## src/rtl/mips_pkg.sv

```systemverilog
// mips_pkg: shared MIPS32 instruction-format constants.
//   - bit positions of every instruction field
//   - NOP_INSTR (sll $0,$0,0), the pipeline bubble value
//   - opcode constants used by fetch/decode
package mips_pkg;

  localparam int unsigned OP_HI  = 31;
  localparam int unsigned OP_LO  = 26;
  localparam int unsigned RS_HI  = 25;
  localparam int unsigned RS_LO  = 21;
  localparam int unsigned RT_HI  = 20;
  localparam int unsigned RT_LO  = 16;
  localparam int unsigned RD_HI  = 15;
  localparam int unsigned RD_LO  = 11;
  localparam int unsigned SH_HI  = 10;
  localparam int unsigned SH_LO  = 6;
  localparam int unsigned FN_HI  = 5;
  localparam int unsigned FN_LO  = 0;
  localparam int unsigned IMM_HI = 15;
  localparam int unsigned IMM_LO = 0;
  localparam int unsigned JT_HI  = 25;
  localparam int unsigned JT_LO  = 0;

  localparam logic [31:0] NOP_INSTR = 32'h0000_0000;

  typedef enum logic [5:0] {
    R_TYPE = 6'h00,
    J      = 6'h02,
    BEQ    = 6'h04,
    LW     = 6'h23
  } opcode_e;

endpackage

```

## src/rtl/if_id_stage_if.sv

```systemverilog
// if_id_stage_if: fetch-side and decode-side signals of the IF/ID register.
//   slave  : view of the pipeline stage (accepts fetch, drives decode fields)
//   master : view of the surrounding fetch/decode logic
//   in_valid/in_ready/in_instr/in_pc    fetch handshake
//   out_valid/out_ready                 decode handshake
//   opcode..jtarget, pc_plus4           decoded fields of the held instruction
interface if_id_stage_if #(
  parameter int unsigned DATA_W = 32
);
  logic              in_valid;
  logic              in_ready;
  logic [DATA_W-1:0] in_instr;
  logic [DATA_W-1:0] in_pc;
  logic              out_valid;
  logic              out_ready;
  logic [5:0]        opcode;
  logic [4:0]        rs;
  logic [4:0]        rt;
  logic [4:0]        rd;
  logic [4:0]        shamt;
  logic [5:0]        funct;
  logic [15:0]       imm16;
  logic [25:0]       jtarget;
  logic [DATA_W-1:0] pc_plus4;

  modport slave (
    input  in_valid, in_instr, in_pc, out_ready,
    output in_ready, out_valid, opcode, rs, rt, rd, shamt, funct,
           imm16, jtarget, pc_plus4
  );

  modport master (
    output in_valid, in_instr, in_pc, out_ready,
    input  in_ready, out_valid, opcode, rs, rt, rd, shamt, funct,
           imm16, jtarget, pc_plus4
  );
endinterface

```

## src/rtl/mips_instr_fields.sv

```systemverilog
// mips_instr_fields: purely combinational slicer of a MIPS32 instruction word.
//   instr   in  32  instruction word
//   opcode, rs, rt, rd, shamt, funct, imm16, jtarget  out  named fields
module mips_instr_fields
  import mips_pkg::*;
(
  input  logic [31:0] instr,
  output logic [5:0]  opcode,
  output logic [4:0]  rs,
  output logic [4:0]  rt,
  output logic [4:0]  rd,
  output logic [4:0]  shamt,
  output logic [5:0]  funct,
  output logic [15:0] imm16,
  output logic [25:0] jtarget
);

  assign opcode  = instr[OP_HI:OP_LO];
  assign rs      = instr[RS_HI:RS_LO];
  assign rt      = instr[RT_HI:RT_LO];
  assign rd      = instr[RD_HI:RD_LO];
  assign shamt   = instr[SH_HI:SH_LO];
  assign funct   = instr[FN_HI:FN_LO];
  assign imm16   = instr[IMM_HI:IMM_LO];
  assign jtarget = instr[JT_HI:JT_LO];

endmodule

```

## src/rtl/if_id_stage.sv

```systemverilog
// if_id_stage: fetch-to-decode pipeline register with a 2-entry skid buffer.
//   clk    in  clock, rising edge
//   rst_n  in  asynchronous active-low reset
//   flush  in  synchronous discard of every held and in-flight instruction
//   bus    slave modport of if_id_stage_if (fetch handshake in, decoded
//          fields of the main entry out, pc_plus4 = held pc + 4)
module if_id_stage #(
  parameter int unsigned DATA_W    = 32,
  parameter logic [31:0] NOP_INSTR = 32'h0000_0000
) (
  input  logic            clk,
  input  logic            rst_n,
  input  logic            flush,
  if_id_stage_if.slave    bus
);
  import mips_pkg::*;

  logic              m_valid, s_valid, in_ready_q;
  logic [DATA_W-1:0] m_instr, m_pc, s_instr, s_pc;

  logic              m_valid_d, s_valid_d;
  logic [DATA_W-1:0] m_instr_d, m_pc_d, s_instr_d, s_pc_d;

  logic accept, consume;

  assign accept  = bus.in_valid && in_ready_q;
  assign consume = m_valid && bus.out_ready;

  always_comb begin
    m_valid_d = m_valid;
    m_instr_d = m_instr;
    m_pc_d    = m_pc;
    s_valid_d = s_valid;
    s_instr_d = s_instr;
    s_pc_d    = s_pc;
    if (flush) begin
      m_valid_d = 1'b0;
      s_valid_d = 1'b0;
      m_instr_d = NOP_INSTR;
      s_instr_d = NOP_INSTR;
      m_pc_d    = '0;
      s_pc_d    = '0;
    end else if (!m_valid || consume) begin
      if (s_valid) begin
        // skid drains into main; a same-cycle accept refills the skid
        m_valid_d = 1'b1;
        m_instr_d = s_instr;
        m_pc_d    = s_pc;
        s_valid_d = accept;
        if (accept) begin
          s_instr_d = bus.in_instr;
          s_pc_d    = bus.in_pc;
        end
      end else if (accept) begin
        m_valid_d = 1'b1;
        m_instr_d = bus.in_instr;
        m_pc_d    = bus.in_pc;
      end else begin
        m_valid_d = 1'b0;
      end
    end else if (accept) begin
      s_valid_d = 1'b1;
      s_instr_d = bus.in_instr;
      s_pc_d    = bus.in_pc;
    end
  end

  always_ff @(posedge clk or negedge rst_n) begin
    if (!rst_n) begin
      m_valid    <= 1'b0;
      s_valid    <= 1'b0;
      in_ready_q <= 1'b1;
      m_instr    <= NOP_INSTR;
      s_instr    <= NOP_INSTR;
      m_pc       <= '0;
      s_pc       <= '0;
    end else begin
      m_valid    <= m_valid_d;
      s_valid    <= s_valid_d;
      // in_ready mirrors the next skid state so it never depends on out_ready
      in_ready_q <= !s_valid_d;
      m_instr    <= m_instr_d;
      s_instr    <= s_instr_d;
      m_pc       <= m_pc_d;
      s_pc       <= s_pc_d;
    end
  end

  logic [5:0]  f_opcode, f_funct;
  logic [4:0]  f_rs, f_rt, f_rd, f_shamt;
  logic [15:0] f_imm16;
  logic [25:0] f_jtarget;

  mips_instr_fields u_fields (
    .instr   (m_instr),
    .opcode  (f_opcode),
    .rs      (f_rs),
    .rt      (f_rt),
    .rd      (f_rd),
    .shamt   (f_shamt),
    .funct   (f_funct),
    .imm16   (f_imm16),
    .jtarget (f_jtarget)
  );

  assign bus.in_ready  = in_ready_q;
  assign bus.out_valid = m_valid;
  assign bus.opcode    = f_opcode;
  assign bus.rs        = f_rs;
  assign bus.rt        = f_rt;
  assign bus.rd        = f_rd;
  assign bus.shamt     = f_shamt;
  assign bus.funct     = f_funct;
  assign bus.imm16     = f_imm16;
  assign bus.jtarget   = f_jtarget;
  assign bus.pc_plus4  = m_pc + DATA_W'(4);

endmodule

```

## src/flat_wrapper.sv

```systemverilog
// flat-port wrapper written by rule: the top's interface ports become plain ports
module if_id_stage_flat import mips_pkg::*;
#(
  parameter int unsigned DATA_W    = 32,
  parameter logic [31:0] NOP_INSTR = 32'h0000_0000
)
  (clk, rst_n, flush, bus_in_valid, bus_in_instr, bus_in_pc, bus_out_ready, bus_in_ready, bus_out_valid, bus_opcode, bus_rs, bus_rt, bus_rd, bus_shamt, bus_funct, bus_imm16, bus_jtarget, bus_pc_plus4);
  if_id_stage_if #(.DATA_W(DATA_W)) bus_i ();
  input  logic clk;
  input  logic rst_n;
  input  logic flush;
  input wire logic [$bits(bus_i.in_valid)-1:0] bus_in_valid;
  input wire logic [$bits(bus_i.in_instr)-1:0] bus_in_instr;
  input wire logic [$bits(bus_i.in_pc)-1:0] bus_in_pc;
  input wire logic [$bits(bus_i.out_ready)-1:0] bus_out_ready;
  output wire logic [$bits(bus_i.in_ready)-1:0] bus_in_ready;
  output wire logic [$bits(bus_i.out_valid)-1:0] bus_out_valid;
  output wire logic [$bits(bus_i.opcode)-1:0] bus_opcode;
  output wire logic [$bits(bus_i.rs)-1:0] bus_rs;
  output wire logic [$bits(bus_i.rt)-1:0] bus_rt;
  output wire logic [$bits(bus_i.rd)-1:0] bus_rd;
  output wire logic [$bits(bus_i.shamt)-1:0] bus_shamt;
  output wire logic [$bits(bus_i.funct)-1:0] bus_funct;
  output wire logic [$bits(bus_i.imm16)-1:0] bus_imm16;
  output wire logic [$bits(bus_i.jtarget)-1:0] bus_jtarget;
  output wire logic [$bits(bus_i.pc_plus4)-1:0] bus_pc_plus4;
  assign bus_i.in_valid = bus_in_valid;
  assign bus_i.in_instr = bus_in_instr;
  assign bus_i.in_pc = bus_in_pc;
  assign bus_i.out_ready = bus_out_ready;
  assign bus_in_ready = bus_i.in_ready;
  assign bus_out_valid = bus_i.out_valid;
  assign bus_opcode = bus_i.opcode;
  assign bus_rs = bus_i.rs;
  assign bus_rt = bus_i.rt;
  assign bus_rd = bus_i.rd;
  assign bus_shamt = bus_i.shamt;
  assign bus_funct = bus_i.funct;
  assign bus_imm16 = bus_i.imm16;
  assign bus_jtarget = bus_i.jtarget;
  assign bus_pc_plus4 = bus_i.pc_plus4;
  if_id_stage #(.DATA_W(DATA_W), .NOP_INSTR(NOP_INSTR)) u_core (.clk(clk), .rst_n(rst_n), .flush(flush), .bus(bus_i));
endmodule
```

## config.mk

```make
export PLATFORM = sky130hd
export DESIGN_NAME = if_id_stage_flat
export DESIGN_NICKNAME = d
export VERILOG_FILES = /design/src/rtl/mips_pkg.sv /design/src/rtl/if_id_stage_if.sv /design/src/rtl/mips_instr_fields.sv /design/src/rtl/if_id_stage.sv /design/src/flat_wrapper.sv
export SDC_FILE = /design/constraint.sdc
export NUM_CORES = 1
export LEC_CHECK = 0
export CORE_MARGIN = 3
export CORE_UTILIZATION = 50
export DETAILED_ROUTE_END_ITERATION = 8
export DONT_BUFFER_PORTS = 1
export PLACE_DENSITY = 0.65
export SKIP_CTS_REPAIR_TIMING = 1
export SYNTH_ARGS = -nofsm -noshare
export SYNTH_HDL_FRONTEND = slang
export SYNTH_SLANG_ARGS = --single-unit
```

## constraint.sdc

```tcl
create_clock -name clk -period 2.2 [get_ports clk]
set_input_delay 0.22 -clock clk [delete_from_list [all_inputs] [get_ports clk]]
set_output_delay 0.22 -clock clk [all_outputs]
set_load 0.03 [all_outputs]
```

==> images/floorplan.png <==
Pins as bars on the die edge.
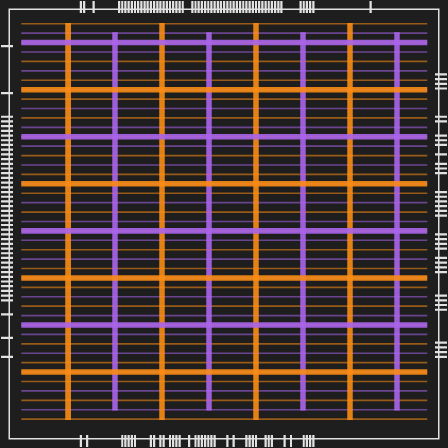
Key: VDD = purple; VSS = orange
8 straps on met4. 177 signal pins sit on the boundary. 43 met1 rails follow the rows.

==> images/m1.png <==
Supply wires on this layer in grey.
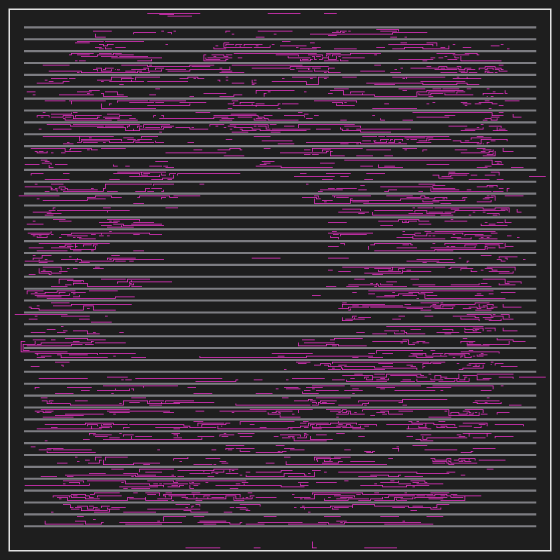
The layer carries 6180 µm of wire. The wires run mostly horizontal. The layer holds 43% of the routed length. The longest straight run is 33.8 µm. 636 nets have wire on it.

state kept, by name, indices dropped and copies added, names as in the netlist:
signal / flops
u_core.m_pc: 32
u_core.s_valid: 1
u_core.s_pc: 32
u_core.m_instr: 32
u_core.s_instr: 32
u_core.bus.in_ready: 1
u_core.bus.out_valid: 1
cell families after synthesis:
kind of cell / count (synthesis)
adders and majority gates: 2
xor gates and xnor gates: 28
buffers and inverters: 92
muxes: 128
and+or+nand+nor: 180
DFF: 131
AOI/OAI and AO/OA: 67
placed cells by master, fill, tap and decap left out, types with 3 or more instances in the layout:
cell | Yosys | routed
nand2_1 | 70 | 70
clkbuf_8 | 0 | 9
xnor2_1 | 19 | 19
mux2i_1 | 64 | 64
dfrtp_1 | 130 | 121
o31ai_1 | 64 | 64
nand4_1 | 8 | 8
nor2b_1 | 66 | 65
nor2_1 | 6 | 5
nor4_4 | 2 | 3
xor2_1 | 9 | 9
buf_4 | 44 | 63
nand3_1 | 11 | 10
clkbuf_16 | 0 | 17
mux2_2 | 64 | 64
inv_1 | 3 | 3
dfrtp_2 | 0 | 8
and3_1 | 6 | 5
layout make-up:
cell class,count,area (µm²)
Fill cell,1113,5582
Sequential cell,131,3293
Multi-Input combinational cell,405,3164
Timing Repair Buffer,68,563.0
Clock buffer,26,549.3
Tap cell,176,220.2
Clock inverter,3,17.52
Inverter,3,11.26
where the power goes:
group	leakage (nW)	total (mW)	internal [mW]	switching, mW
clock network	0.282	2.65	1.69	0.961
logic	1.40	0.996	0.408	0.588
registers	1.68	2.91	2.64	0.270
total	3.37	6.55	4.73	1.82
per-layer routing:
layer	vias up	wire length [µm]
met5	-	0
met4	0	267
met3	25	971
met2	133	6945
met1	2226	6176
li1	2134	-
worst max-delay path, cell delays in order, from the launching register on:
cell     delay (ns)
dfrtp_1        0.42
nand4_1        0.26
nor4_4         0.35
buf_6          0.16
nand4_1        0.11
xnor2_1        0.15
buf_4          0.18
worst paths after layout:
path / startpoint / endpoint / cells past startpoint
worst max-delay path: u_core.m_pc[11] / bus_pc_plus4[31] / 6
worst min-delay path: rst_n / u_core.m_pc[28] / 0
worst max register to register: u_core.bus.out_valid / u_core.s_instr[8] / 5
worst min register to register: u_core.m_instr[4] / u_core.m_instr[4] / 2
max in group asynchronous: rst_n / u_core.bus.in_ready / 0
min in group clk: bus_in_instr[6] / u_core.m_instr[6] / 2
==> results.cfg <==
; implementation run metrics
[status]
status = complete, but fails checks
violations = hold timing, setup timing

[setup_path]
startpoint_type = register
crit_path_end_kind = primary output
crit_required_ns = 1.98
path_class = register to primary output

[synthesis]
synth_area_per_cell_um2 = 11.02
ys_top_logic_family = multiplexers
synth_flops = 131
synth-cells-yosys = 628
synth_nets = 698
synth-edff-count = 0
ys_sh_mux = 0.1967
most_common_cell = dfrtp_1
simple_gate_area_frac = 0.1414
synth-xor-area-share = 0.03543

[power]
p_per_area_mw_per_mm2 = 838.2
finalPower_mw = 6.554

[placed_design]
placed_area_mm2 = 0.007059
pre_cts_slack_ns = 0.1318
place_congestion = 0.7420

[timing]
finalClockSkew_ns = 0.004935
fin_ws_ns = -0.06121
final-setup-viol-count = 11
holdWs_ns = -0.4916
hold_viol = 131
fin_crit_ns = 2.261

[min_path]
hold_class = input port to asynchronous set/reset pin

[final_layout]
fin_area_mm2 = 0.007819
fin_util = 0.5835

[routing]
wl_um = 14360
vias = 4518
via_per_inst = 5.564

[global_routing]
grtUsageMet2 = 0.2937
grt_max_degree = 133

[clock_network]
clock_latency_ns = 0.41
cts_tree = built

[floorplanning]
die_h_um = 123.7
io_pins = 177
coreArea_mm2 = 0.01340
Power is estimated from default activity; no workload was simulated.
